File: src/rtl/ethernet_frame_builder.sv
// ethernet_frame_builder: prepends DA/SA/optional 802.1Q tag/ethertype
// to a 64-bit payload AXI4-Stream, realigning payload behind the header.
module ethernet_frame_builder #(
  parameter int DATA_WIDTH = 64
) (
  input  logic                    clk,
  input  logic                    rst,
  input  logic                    s_hdr_valid,
  output logic                    s_hdr_ready,
  input  logic [47:0]             s_hdr_dest_mac,
  input  logic [47:0]             s_hdr_src_mac,
  input  logic [15:0]             s_hdr_ethertype,
  input  logic                    s_hdr_vlan_present,
  input  logic [11:0]             s_hdr_vlan_id,
  input  logic [DATA_WIDTH-1:0]   s_axis_tdata,
  input  logic [DATA_WIDTH/8-1:0] s_axis_tkeep,
  input  logic                    s_axis_tvalid,
  output logic                    s_axis_tready,
  input  logic                    s_axis_tlast,
  output logic [DATA_WIDTH-1:0]   m_axis_tdata,
  output logic [DATA_WIDTH/8-1:0] m_axis_tkeep,
  output logic                    m_axis_tvalid,
  input  logic                    m_axis_tready,
  output logic                    m_axis_tlast,
  output logic [31:0]             tx_frame_count
);

  localparam int KEEP_W = DATA_WIDTH / 8;

  typedef enum logic [1:0] {
    IDLE,
    HDR_B,
    PAY,
    FLUSH
  } state_t;

  state_t              state_q;
  logic                tagged_q;
  logic [47:0]         carry_q;
  logic [63:0]         hdr_b_q;
  logic [KEEP_W-1:0]   flush_keep_q;
  logic                m_valid_q;
  logic [DATA_WIDTH-1:0] m_data_q;
  logic [KEEP_W-1:0]   m_keep_q;
  logic                m_last_q;
  logic [31:0]         count_q;

  logic                out_ok;
  logic [15:0]         tci;
  logic [7:0]          hb [18];
  logic [63:0]         hdr_a_d;
  logic [63:0]         hdr_b_d;
  logic [47:0]         hdr_carry_d;
  logic [63:0]         pay_data_d;
  logic [47:0]         pay_carry_d;
  logic                pay_long_d;
  logic [7:0]          pay_keep_d;
  logic [7:0]          flush_keep_d;

  assign out_ok = !m_valid_q || m_axis_tready;
  assign tci    = {4'b0000, s_hdr_vlan_id};

  assign s_hdr_ready   = !rst && (state_q == IDLE) && out_ok;
  assign s_axis_tready = !rst && (state_q == PAY) && out_ok;

  assign m_axis_tvalid  = m_valid_q;
  assign m_axis_tdata   = m_data_q;
  assign m_axis_tkeep   = m_keep_q;
  assign m_axis_tlast   = m_last_q;
  assign tx_frame_count = count_q;

  // Wire-order header bytes built from the live descriptor
  always_comb begin
    for (int i = 0; i < 6; i++) begin
      hb[i]     = s_hdr_dest_mac[47-8*i -: 8];
      hb[6 + i] = s_hdr_src_mac[47-8*i -: 8];
    end
    for (int i = 12; i < 18; i++) begin
      hb[i] = 8'h00;
    end
    if (s_hdr_vlan_present) begin
      hb[12] = 8'h81;
      hb[13] = 8'h00;
      hb[14] = tci[15:8];
      hb[15] = tci[7:0];
      hb[16] = s_hdr_ethertype[15:8];
      hb[17] = s_hdr_ethertype[7:0];
    end else begin
      hb[12] = s_hdr_ethertype[15:8];
      hb[13] = s_hdr_ethertype[7:0];
    end
  end

  // Pack header bytes into lanes: first beat, second tagged beat, carry
  always_comb begin
    hdr_a_d     = '0;
    hdr_b_d     = '0;
    hdr_carry_d = '0;
    for (int i = 0; i < 8; i++) begin
      hdr_a_d[8*i +: 8] = hb[i];
      hdr_b_d[8*i +: 8] = hb[8 + i];
    end
    if (s_hdr_vlan_present) begin
      hdr_carry_d[15:0] = {hb[17], hb[16]};
    end else begin
      for (int i = 0; i < 6; i++) begin
        hdr_carry_d[8*i +: 8] = hb[8 + i];
      end
    end
  end

  // Payload realignment: carry fills low lanes, input fills the rest
  always_comb begin
    pay_data_d   = '0;
    pay_carry_d  = '0;
    pay_long_d   = 1'b0;
    pay_keep_d   = '0;
    flush_keep_d = '0;
    if (tagged_q) begin
      pay_data_d   = {s_axis_tdata[47:0], carry_q[15:0]};
      pay_carry_d  = {32'h0, s_axis_tdata[63:48]};
      pay_long_d   = s_axis_tkeep[6];
      pay_keep_d   = {s_axis_tkeep[5:0], 2'b11};
      flush_keep_d = {6'h00, s_axis_tkeep[7:6]};
    end else begin
      pay_data_d   = {s_axis_tdata[15:0], carry_q};
      pay_carry_d  = s_axis_tdata[63:16];
      pay_long_d   = s_axis_tkeep[2];
      pay_keep_d   = {s_axis_tkeep[1:0], 6'h3F};
      flush_keep_d = {2'h0, s_axis_tkeep[7:2]};
    end
  end

  // Frame FSM with the registered output stage and frame counter
  always_ff @(posedge clk) begin
    if (rst) begin
      state_q      <= IDLE;
      tagged_q     <= 1'b0;
      carry_q      <= '0;
      hdr_b_q      <= '0;
      flush_keep_q <= '0;
      m_valid_q    <= 1'b0;
      m_data_q     <= '0;
      m_keep_q     <= '0;
      m_last_q     <= 1'b0;
      count_q      <= '0;
    end else begin
      if (m_valid_q && m_axis_tready) begin
        m_valid_q <= 1'b0;
        if (m_last_q) begin
          count_q <= count_q + 32'd1;
        end
      end
      unique case (state_q)
        IDLE: begin
          if (s_hdr_valid && out_ok) begin
            tagged_q  <= s_hdr_vlan_present;
            hdr_b_q   <= hdr_b_d;
            carry_q   <= hdr_carry_d;
            m_valid_q <= 1'b1;
            m_data_q  <= hdr_a_d;
            m_keep_q  <= '1;
            m_last_q  <= 1'b0;
            state_q   <= s_hdr_vlan_present ? HDR_B : PAY;
          end
        end
        HDR_B: begin
          if (out_ok) begin
            m_valid_q <= 1'b1;
            m_data_q  <= hdr_b_q;
            m_keep_q  <= '1;
            m_last_q  <= 1'b0;
            state_q   <= PAY;
          end
        end
        PAY: begin
          if (s_axis_tvalid && out_ok) begin
            m_valid_q <= 1'b1;
            m_data_q  <= pay_data_d;
            carry_q   <= pay_carry_d;
            if (!s_axis_tlast) begin
              m_keep_q <= '1;
              m_last_q <= 1'b0;
            end else if (pay_long_d) begin
              m_keep_q     <= '1;
              m_last_q     <= 1'b0;
              flush_keep_q <= flush_keep_d;
              state_q      <= FLUSH;
            end else begin
              m_keep_q <= pay_keep_d;
              m_last_q <= 1'b1;
              state_q  <= IDLE;
            end
          end
        end
        FLUSH: begin
          if (out_ok) begin
            m_valid_q <= 1'b1;
            m_data_q  <= {16'h0, carry_q};
            m_keep_q  <= flush_keep_q;
            m_last_q  <= 1'b1;
            state_q   <= IDLE;
          end
        end
      endcase
    end
  end

endmodule

File: config.mk
export PLATFORM = sky130hd
export DESIGN_NAME = ethernet_frame_builder
export DESIGN_NICKNAME = d
export VERILOG_FILES = /design/src/rtl/ethernet_frame_builder.sv
export SDC_FILE = /design/constraint.sdc
export NUM_CORES = 1
export LEC_CHECK = 0
export ABC_CLOCK_PERIOD_IN_PS = 2000
export CAP_MARGIN = 25
export CORE_AREA = 2 2 129 224
export DETAILED_ROUTE_END_ITERATION = 6
export DIE_AREA = 0 0 131 226
export PLACE_DENSITY = 0.71
export SYNTH_ARGS = -nofsm -noshare
export SYNTH_HDL_FRONTEND = slang
export SYNTH_SLANG_ARGS = --single-unit
File: constraint.sdc
create_clock -name clk -period 2 [get_ports clk]
set_input_delay 0.4 -clock clk [delete_from_list [all_inputs] [get_ports clk]]
set_output_delay 0.4 -clock clk [all_outputs]
set_load 0.01 [all_outputs]
==> out/qor.yml, run 1 <==
rsz0062_at_grt: "no"
comb_power_share_pct: 28.2
crit_fanout: 3
layout_setup_ws_ns: 0.0512
top_layer: "met4"
gp_congestion: 0.845
synthFlopType: "dfxtp_1"
buf_share_pct: 26.1
layout.nets: 1845
cts_tree: "yes"
clk_latency_ns: 0.52
vias: 11700
final-comb-area_mm2: 0.00604
p_sw_w: 0.00409
fin_crit_ns: 1.95
chip_area_mm2: 0.0296
clk-power_w: 0.00459
well_tap_count: 373
grt_start_max_net_pins: 156
slew_violations: 0
fin_crit_sh_pct: 97.4
pg_seq_w: 0.00516
worstHoldStart: "rst"
finalSetupViolCount: 0
layout_top_cell: "clkdlybuf4s50_1"
grt_overflow: 0
slowest_delay_ns: 0.53
hold_depth: 2
path_clk_slew_ns: 0.07
cts_sinks: 223
buffers: 420
min_to: "tx_frame_count[4]"
intPower_w: 0.00951
comb_area_share_pct: 37.7
edf_count: 0
grt_use_met2_pct: 49.1
cts-root-buf: "clkbuf_16"
max-vdd-ir-drop_mv: 0.660
hold_path_class: "input pin to flop"
async_flop_share_pct: 0
final_cell_mix: "304 x clkdlybuf4s50_1, 213 x dfxtp_1, 203 x nand2_1, 156 x a21oi_1, 88 x buf_4"
avgSynthCellArea_um2: 8.23
dp_worst_setup_slack_ns: -0.525
drt_iter0_drc: 1052
p_sw_share_pct: 30.1
cp.required_ns: 1.60
r2r_cells: 6
fin_skew_ns: 0.00831
worstPathArrival_ns: 1.55
p_comb_w: 0.00384
clkCellAreaFrac_pct: 4.96
rows: 81
cp_num_buf_inv: 2
syn-num-nets: 1533
ctsHoldBuffers: 0
worstPathCellList: "buf_4 > clkdlybuf4s50_1"
path_delay_family: "buffers and inverters"
yosys_warnings: 0
ys_sh_adder_pct: 0.114
fp_util_pct: 39.3
synthMuxAreaShare_pct: 10.4
fmax_mhz: 513
met2WireLength_um: 22000
fp.dieH_um: 226
largest_class: "multi-input combinational cells"
leakage_nw: 5.63
worstSetupPathType: "flop to output pin"
top_power_group: "sequential cells"
drive_above_1_share_pct: 12.8
synth.distinct_cells: 49
grtUsageMet3_pct: 4.45
openroad.warnings: 28
p_clk_share_pct: 33.8
violations: "design-rule violations"
ys_seq_share_pct: 40.8
power_density_mw_per_mm2: 848
ff_latch_area_mm2: 0.00448
slowest_stage: "clkdlybuf4s50_1"
comb_cells: 965
ys_sh_xor_pct: 0.641
cp-start-kind: "flop"
synthToLayoutAreaGrowth_pct: 46.6
met1_length_um: 14800
hold_viol: 0
synthesis.area_mm2: 0.0109
n_fill_cell: 2507
ys_sh_aoi_pct: 21.1
cts_htree_levels: 1
first_global_vias: 11600
synth_flops: 223
core_mm2: 0.0279
dr_wl_met3_um: 2850
die_w_um: 131
first_pass_iters: 7
ff_count: 223
antenna_found_initial: 10
hpwlAfterDp_um: 30800
grt_util_met1_pct: 30.4
antenna_cells: 9
synthCells: 1329
endpoint_kind: "output pin"
avgViaCountPerCell: 5.72
clock_tree.buffer_depth: 3
synth_chip_area_mm2: 0.0109
tightestPinTransition_ns: 0.769
reg2reg_from: "tx_frame_count[0]"
regToRegSetupSlack_ns: 0.07
clock_buffers: 33
route.detailed.drc: 3
p_seq_share_pct: 38.0
drv_cap: 0
status: "finished, violations left"
top_usage_layer: "met2"
inverters: 8
ant_nets: 0
numCtsBuffers: 23
r2r-end: "tx_frame_count[26]"
ys_top_logic_family: "simple AND/OR/NAND/NOR gates"
slew_headroom_pct: 48.8
ys_sh_simple_pct: 21.8
yosysCellCount: 1329
grt_pass1_wl_um: 63800
## run 1: stage by stage
step	power, W	hold WS [ns]	instance area [um^2]	cells	TNS (ns)
floorplan	0.00710	0.432	10900	1329	0
global placement	0.00892	0.439	15100	1983	-64.02
detailed placement	0.00899	0.445	15100	1983	-65.59
CTS	0.0136	0.118	15900	2027	0
global route	0.0141	0.150	16000	2039	0
finish	0.0136	0.150	16000	2039	0
## run 1: what timing repair did
| item | 4_1_cts | 5_1_grt |
|---|---|---|
| resized | 14 | 16 |
| cloned | 0 | 1 |
| pin swaps | 1 | 2 |
| setup endpoints to repair | 4 | 21 |
| buffers inserted | 3 | 2 |
## run 1: cells in the mapped netlist, drive strengths merged (28+ instances only)
cell type  number  share of area, %
nor2           54               1.9
mux2           28               2.9
a222oi         32               2.9
nor2b          46               2.6
a21oi         156               7.1
a211o          32               2.6
a211oi         60               4.1
nand3          41               1.9
nand2         203               7.0
dfxtp         223                41
clkbuf        106               3.6
nor3           88               4.0
mux2i          82               7.5
## run 1: worst max-delay path by stage
| stage | startpoint | end | slack, ns | depth (start not counted) |
|---|---|---|---|---|
| after global placement | m_axis_tready | tx_frame_count[28] | -0.54 | 6 |
| after CTS | m_axis_tready | s_hdr_ready | 0.01 | 5 |
| after detailed placement | m_axis_tready | tx_frame_count[28] | -0.52 | 6 |
| after global routing | tx_frame_count[0] | tx_frame_count[28] | 0.003 | 6 |
| final | tx_frame_count[9] | tx_frame_count[9] | 0.05 | 2 |
| after floorplan | tx_frame_count[0] | tx_frame_count[28] | 0.007 | 6 |
## run 1: flip-flops by register name, indices dropped and copies added, names as in the netlist
signal,flops
m_axis_tkeep,8
carry_q,48
flush_keep_q,6
m_axis_tvalid,1
hdr_b_q,60
m_axis_tlast,1
tagged_q,1
tx_frame_count,32
state_q,2
m_axis_tdata,64
Fig. 1: run 1, drive-strength map
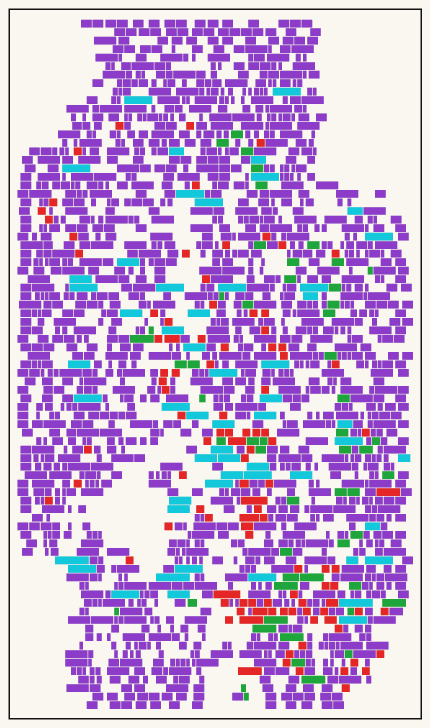
legend:
  red:
    size: _3 and _4 cells
    cells: 103
    share: 6.2%
  cyan:
    size: _6 and larger
    cells: 55
    share: 3.3%
  purple:
    size: _0 and _1 cells
    cells: 1445
    share: 87%
  green:
    size: _2 cells
    cells: 54
    share: 3.3%

Fig. 2: run 1, wires at chosen ports, followed through buffers
Bar = 50 um.
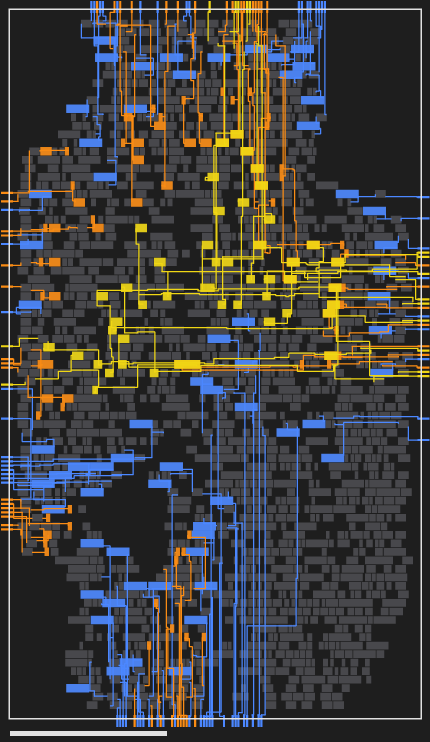
legend:
  orange:
    port: s_hdr_src_mac
    direction: input
    end_cells: 80
    buffers: 48
    wire: 2040 um
  blue:
    port: m_axis_tdata
    direction: output
    end_cells: 64
    buffers: 64
    wire: 2950 um
  yellow:
    port: s_hdr_ethertype
    direction: input
    end_cells: 48
    buffers: 17
    wire: 1720 um
I/O Pins: 311
Port Buffers: 310

Fig. 3: run 1, cells coloured by class
Fill, decap, tap and diode cells in grey.
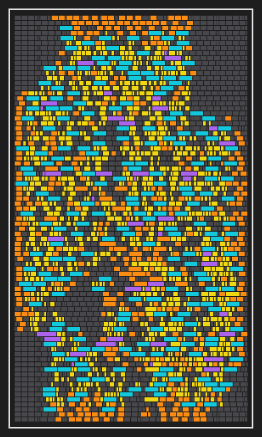
legend:
  yellow:
    class: combinational and other logic
    cells: 973
    share_of_their_area: 39%
  orange:
    class: remaining buffers and delay cells
    cells: 420
    share_of_their_area: 27%
  purple:
    class: clock drivers and dummy loads
    cells: 41
    share_of_their_area: 5.1%
  cyan:
    class: sequential cells
    cells: 223
    share_of_their_area: 29%
Final Instance Area: 0.0160 mm^2
flop share of the area: 28.0%
fin util: 57.5%

Fig. 4: run 1, routed metal, one colour a layer
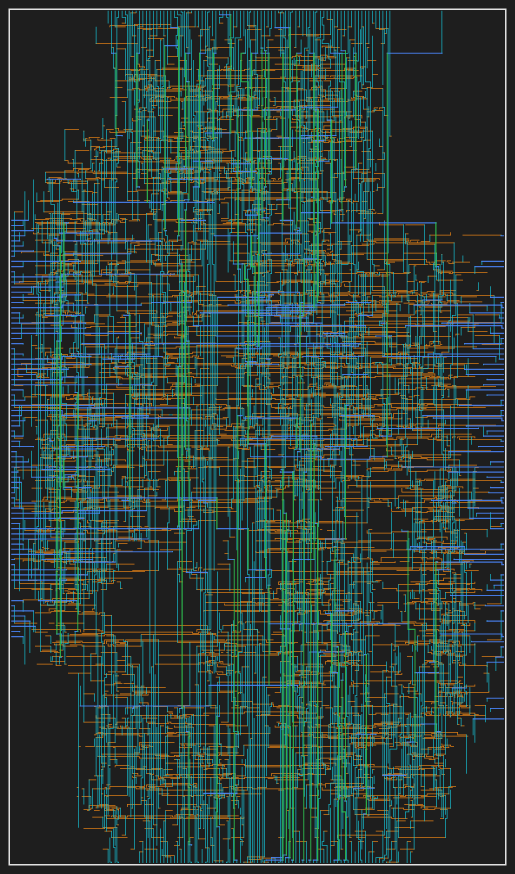
legend:
  orange:
    layer: metal 1
    wire_length: 14800 um
  cyan:
    layer: metal 2
    wire_length: 22.0 mm
  green:
    layer: metal 4
    wire_length: 3230 um
  blue:
    layer: metal 3
    wire_length: 2850 um
Total GRT Usage: 28.1%
wire length per cell: 21.0 um
Detailed Route WL: 42900 um

==> run 2: changes to the inputs <==
--- a/config.mk
+++ b/config.mk
@@ -6,7 +6,6 @@
 export NUM_CORES = 1
 export LEC_CHECK = 0
 export ABC_CLOCK_PERIOD_IN_PS = 2000
-export CAP_MARGIN = 25
 export CORE_AREA = 2 2 129 224
 export DETAILED_ROUTE_END_ITERATION = 6
 export DIE_AREA = 0 0 131 226
Fig. 5: run 2, cells coloured by class
Fill, decap, tap and diode cells in grey.
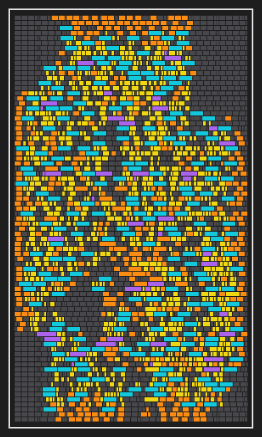
legend:
  yellow:
    class: combinational and other logic
    cells: 973
    share_of_their_area: 39%
  purple:
    class: clock drivers and dummy loads
    cells: 41
    share_of_their_area: 5.1%
  orange:
    class: remaining buffers and delay cells
    cells: 420
    share_of_their_area: 27%
  cyan:
    class: sequential cells
    cells: 223
    share_of_their_area: 29%

==> out/qor.yml, run 2 <==
status: "finished, violations left"  # unchanged
violations: "design-rule violations"  # unchanged
top_cell: "dfxtp_1"  # unchanged
worstPathArrival_ns: 1.55  # about the same
worstSetupPathType: "flop to output pin"  # unchanged
max-vdd-ir-drop_mv: 0.660  # unchanged
cts_setup_buffers: 3  # unchanged
drive_above_1_share_pct: 12.8  # unchanged
synth_flops: 223  # unchanged
fmax_mhz: 513  # unchanged
edf_count: 0  # unchanged
hpwlAfterDp_um: 30800  # unchanged
top_cells_by_count: "223 x dfxtp_1, 203 x nand2_1, 156 x a21oi_1"  # unchanged
tns_ns: 0  # unchanged
synthesis.area_mm2: 0.0109  # unchanged
path_clk_slew_ns: 0.07  # about the same
wl_per_cell_um: 21.0  # unchanged
hold_path_class: "input pin to flop"  # unchanged
synthFlopType: "dfxtp_1"  # unchanged
fin_skew_ns: 0.00831  # unchanged
fin_crit_sh_pct: 97.4  # unchanged
fin_area_mm2: 0.0160  # unchanged
gp_congestion: 0.845  # unchanged
final_core_util_pct: 57.5  # unchanged
endpoint_kind: "output pin"  # unchanged
clk_latency_ns: 0.52  # about the same
r2r_cells: 6  # unchanged
cts-root-buf: "clkbuf_16"  # unchanged
synthCells: 1329  # unchanged
grt_pass1_wl_um: 63800  # unchanged
layout.nets: 1845  # unchanged
syn-num-nets: 1533  # unchanged
first_pass_iters: 7  # unchanged
async_flop_share_pct: 0  # unchanged
hold_slack_ns: 0.150  # unchanged
hold_depth: 2  # unchanged
grtUsageTotal_pct: 28.1  # unchanged
first_global_vias: 11600  # unchanged
cts_htree_levels: 1  # unchanged
clock_tree.buffer_depth: 3  # unchanged
area_leaders: "dfxtp_1 41%, mux2i_1 7.5%, a21oi_1 7.1%, nand2_1 7.0%, a211oi_1 4.1%"  # unchanged
wirelength_um: 42900  # unchanged
synthToLayoutAreaGrowth_pct: 46.6  # unchanged
leakage_nw: 5.63  # unchanged
finalSetupViolCount: 0  # unchanged
openroad.warnings: 28  # unchanged
rsz0062_at_grt: "no"  # unchanged
numCtsBuffers: 23  # unchanged
n_fill_cell: 2507  # unchanged
grt_start_max_net_pins: 156  # unchanged
slew_violations: 0  # unchanged
rows: 81  # unchanged
yosys_warnings: 0  # unchanged
layout_setup_ws_ns: 0.0512  # unchanged
vias: 11700  # unchanged
grt_overflow: 0  # unchanged
port_buffers: 310  # unchanged
placement.cell_area_mm2: 0.0151  # unchanged
io_pins: 311  # unchanged
chip_area_mm2: 0.0296  # unchanged
largest_reg_flops: 64  # unchanged
die_w_um: 131  # unchanged
cts_tree: "yes"  # unchanged
instances_no_fill: 2039  # unchanged
power.total_w: 0.0136  # unchanged
ctsHoldBuffers: 0  # unchanged
synth_chip_area_mm2: 0.0109  # unchanged
drt_iter0_drc: 1052  # unchanged
dp_cells: 1983  # unchanged
antenna_found_initial: 10  # unchanged
cp-start-kind: "flop"  # unchanged
final_cell_mix: "304 x clkdlybuf4s50_1, 213 x dfxtp_1, 203 x nand2_1, 156 x a21oi_1, 88 x buf_4"  # unchanged
route.detailed.drc: 3  # unchanged
drv_cap: 0  # unchanged
hold_viol: 0  # unchanged
yosys.area.top_type: "dfxtp_1"  # unchanged
slew_headroom_pct: 48.8  # unchanged
tightestPinTransition_ns: 0.769  # unchanged
ant_nets: 0  # unchanged
fin_crit_ns: 1.95  # unchanged
crit_fanout: 3  # unchanged
synth.distinct_cells: 49  # unchanged
synth_top_area_share_pct: 40.8  # unchanged
dp_worst_setup_slack_ns: -0.525  # unchanged
cts_resized: 14  # unchanged
layout_top_cell: "clkdlybuf4s50_1"  # unchanged
fp_util_pct: 39.3  # unchanged
Fig. 6: run 2, wires at chosen ports, followed through buffers
Bar = 50 um.
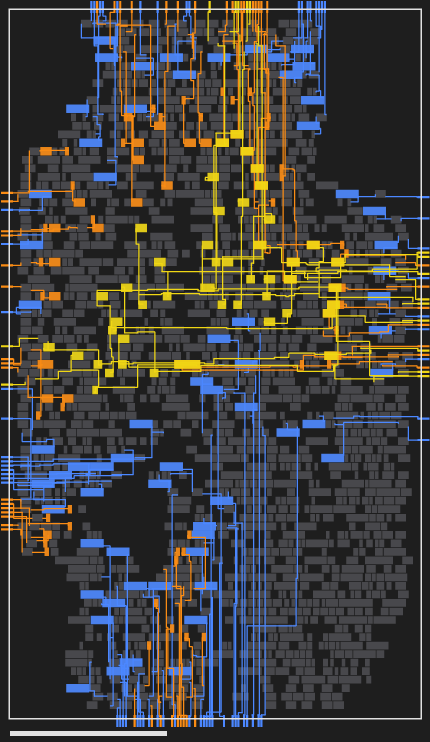
legend:
  orange:
    port: s_hdr_src_mac
    direction: input
    end_cells: 80
    buffers: 48
    wire: 2040 um
  yellow:
    port: s_hdr_ethertype
    direction: input
    end_cells: 48
    buffers: 17
    wire: 1720 um
  blue:
    port: m_axis_tdata
    direction: output
    end_cells: 64
    buffers: 64
    wire: 2950 um

run 2: cell counts after synthesis:
Identical to the previous run, type by type.
run 2: layout make-up:
| class | instances | area, um^2 | share of cell area (%) |
|---|---|---|---|
| Sequential cell | 223 | 4480 | 28.0 |
| Multi-Input combinational cell | 965 | 6040 | 37.7 |
| Tap cell | 373 | 467 | 2.91 |
| Clock buffer | 33 | 673 | 4.20 |
| Inverter | 8 | 33.8 | 0.211 |
| Antenna cell | 9 | 22.5 | 0.140 |
| Clock inverter | 8 | 121 | 0.757 |
| Timing Repair Buffer | 420 | 4190 | 26.1 |
run 2: cell families after synthesis:
group                      count (synthesis)  share of synthesized area (%)
xor gates and xnor gates                   8                          0.641
adders and majority gates                  1                          0.114
and+or+nand+nor                          501                           21.8
buffers and inverters                    141                           5.09
muxes                                    110                           10.4
DFF                                      223                           40.8
AOI/OAI and AO/OA                        345                           21.1
run 2: worst max-delay path, cell delays in order (launching register included):
cell and delay (ns):
dfxtp_1 0.36, buf_4 0.14, clkdlybuf4s50_1 0.53
run 2: layer usage:
layer / routed length, um / up-vias / part of all wire, % / global-route usage [%]
met5: 0 / - / 0 / 0
met4: 3230 / 0 / 7.5 / 19.2
met3: 2850 / 147 / 6.7 / 4.45
met2: 22000 / 496 / 51 / 49.1
met1: 14800 / 5524 / 34 / 30.4
li1: - / 5493 / - / -
run 2: worst paths after layout:
path	startpoint	endpoint	slack, ns
setup / recovery	tx_frame_count[9]	tx_frame_count[9]	0.05
hold / removal	rst	tx_frame_count[4]	0.15
setup reg to reg	tx_frame_count[0]	tx_frame_count[26]	0.07
hold reg to reg	hdr_b_q[45]	hdr_b_q[45]	0.45
run 2: power by group:
part | switching, W | internal, W
Combinational | 0.00195 | 0.00188
Clock | 0.00187 | 0.00273
Sequential | 0.000267 | 0.00490
Power and IR drop assume default switching activity.
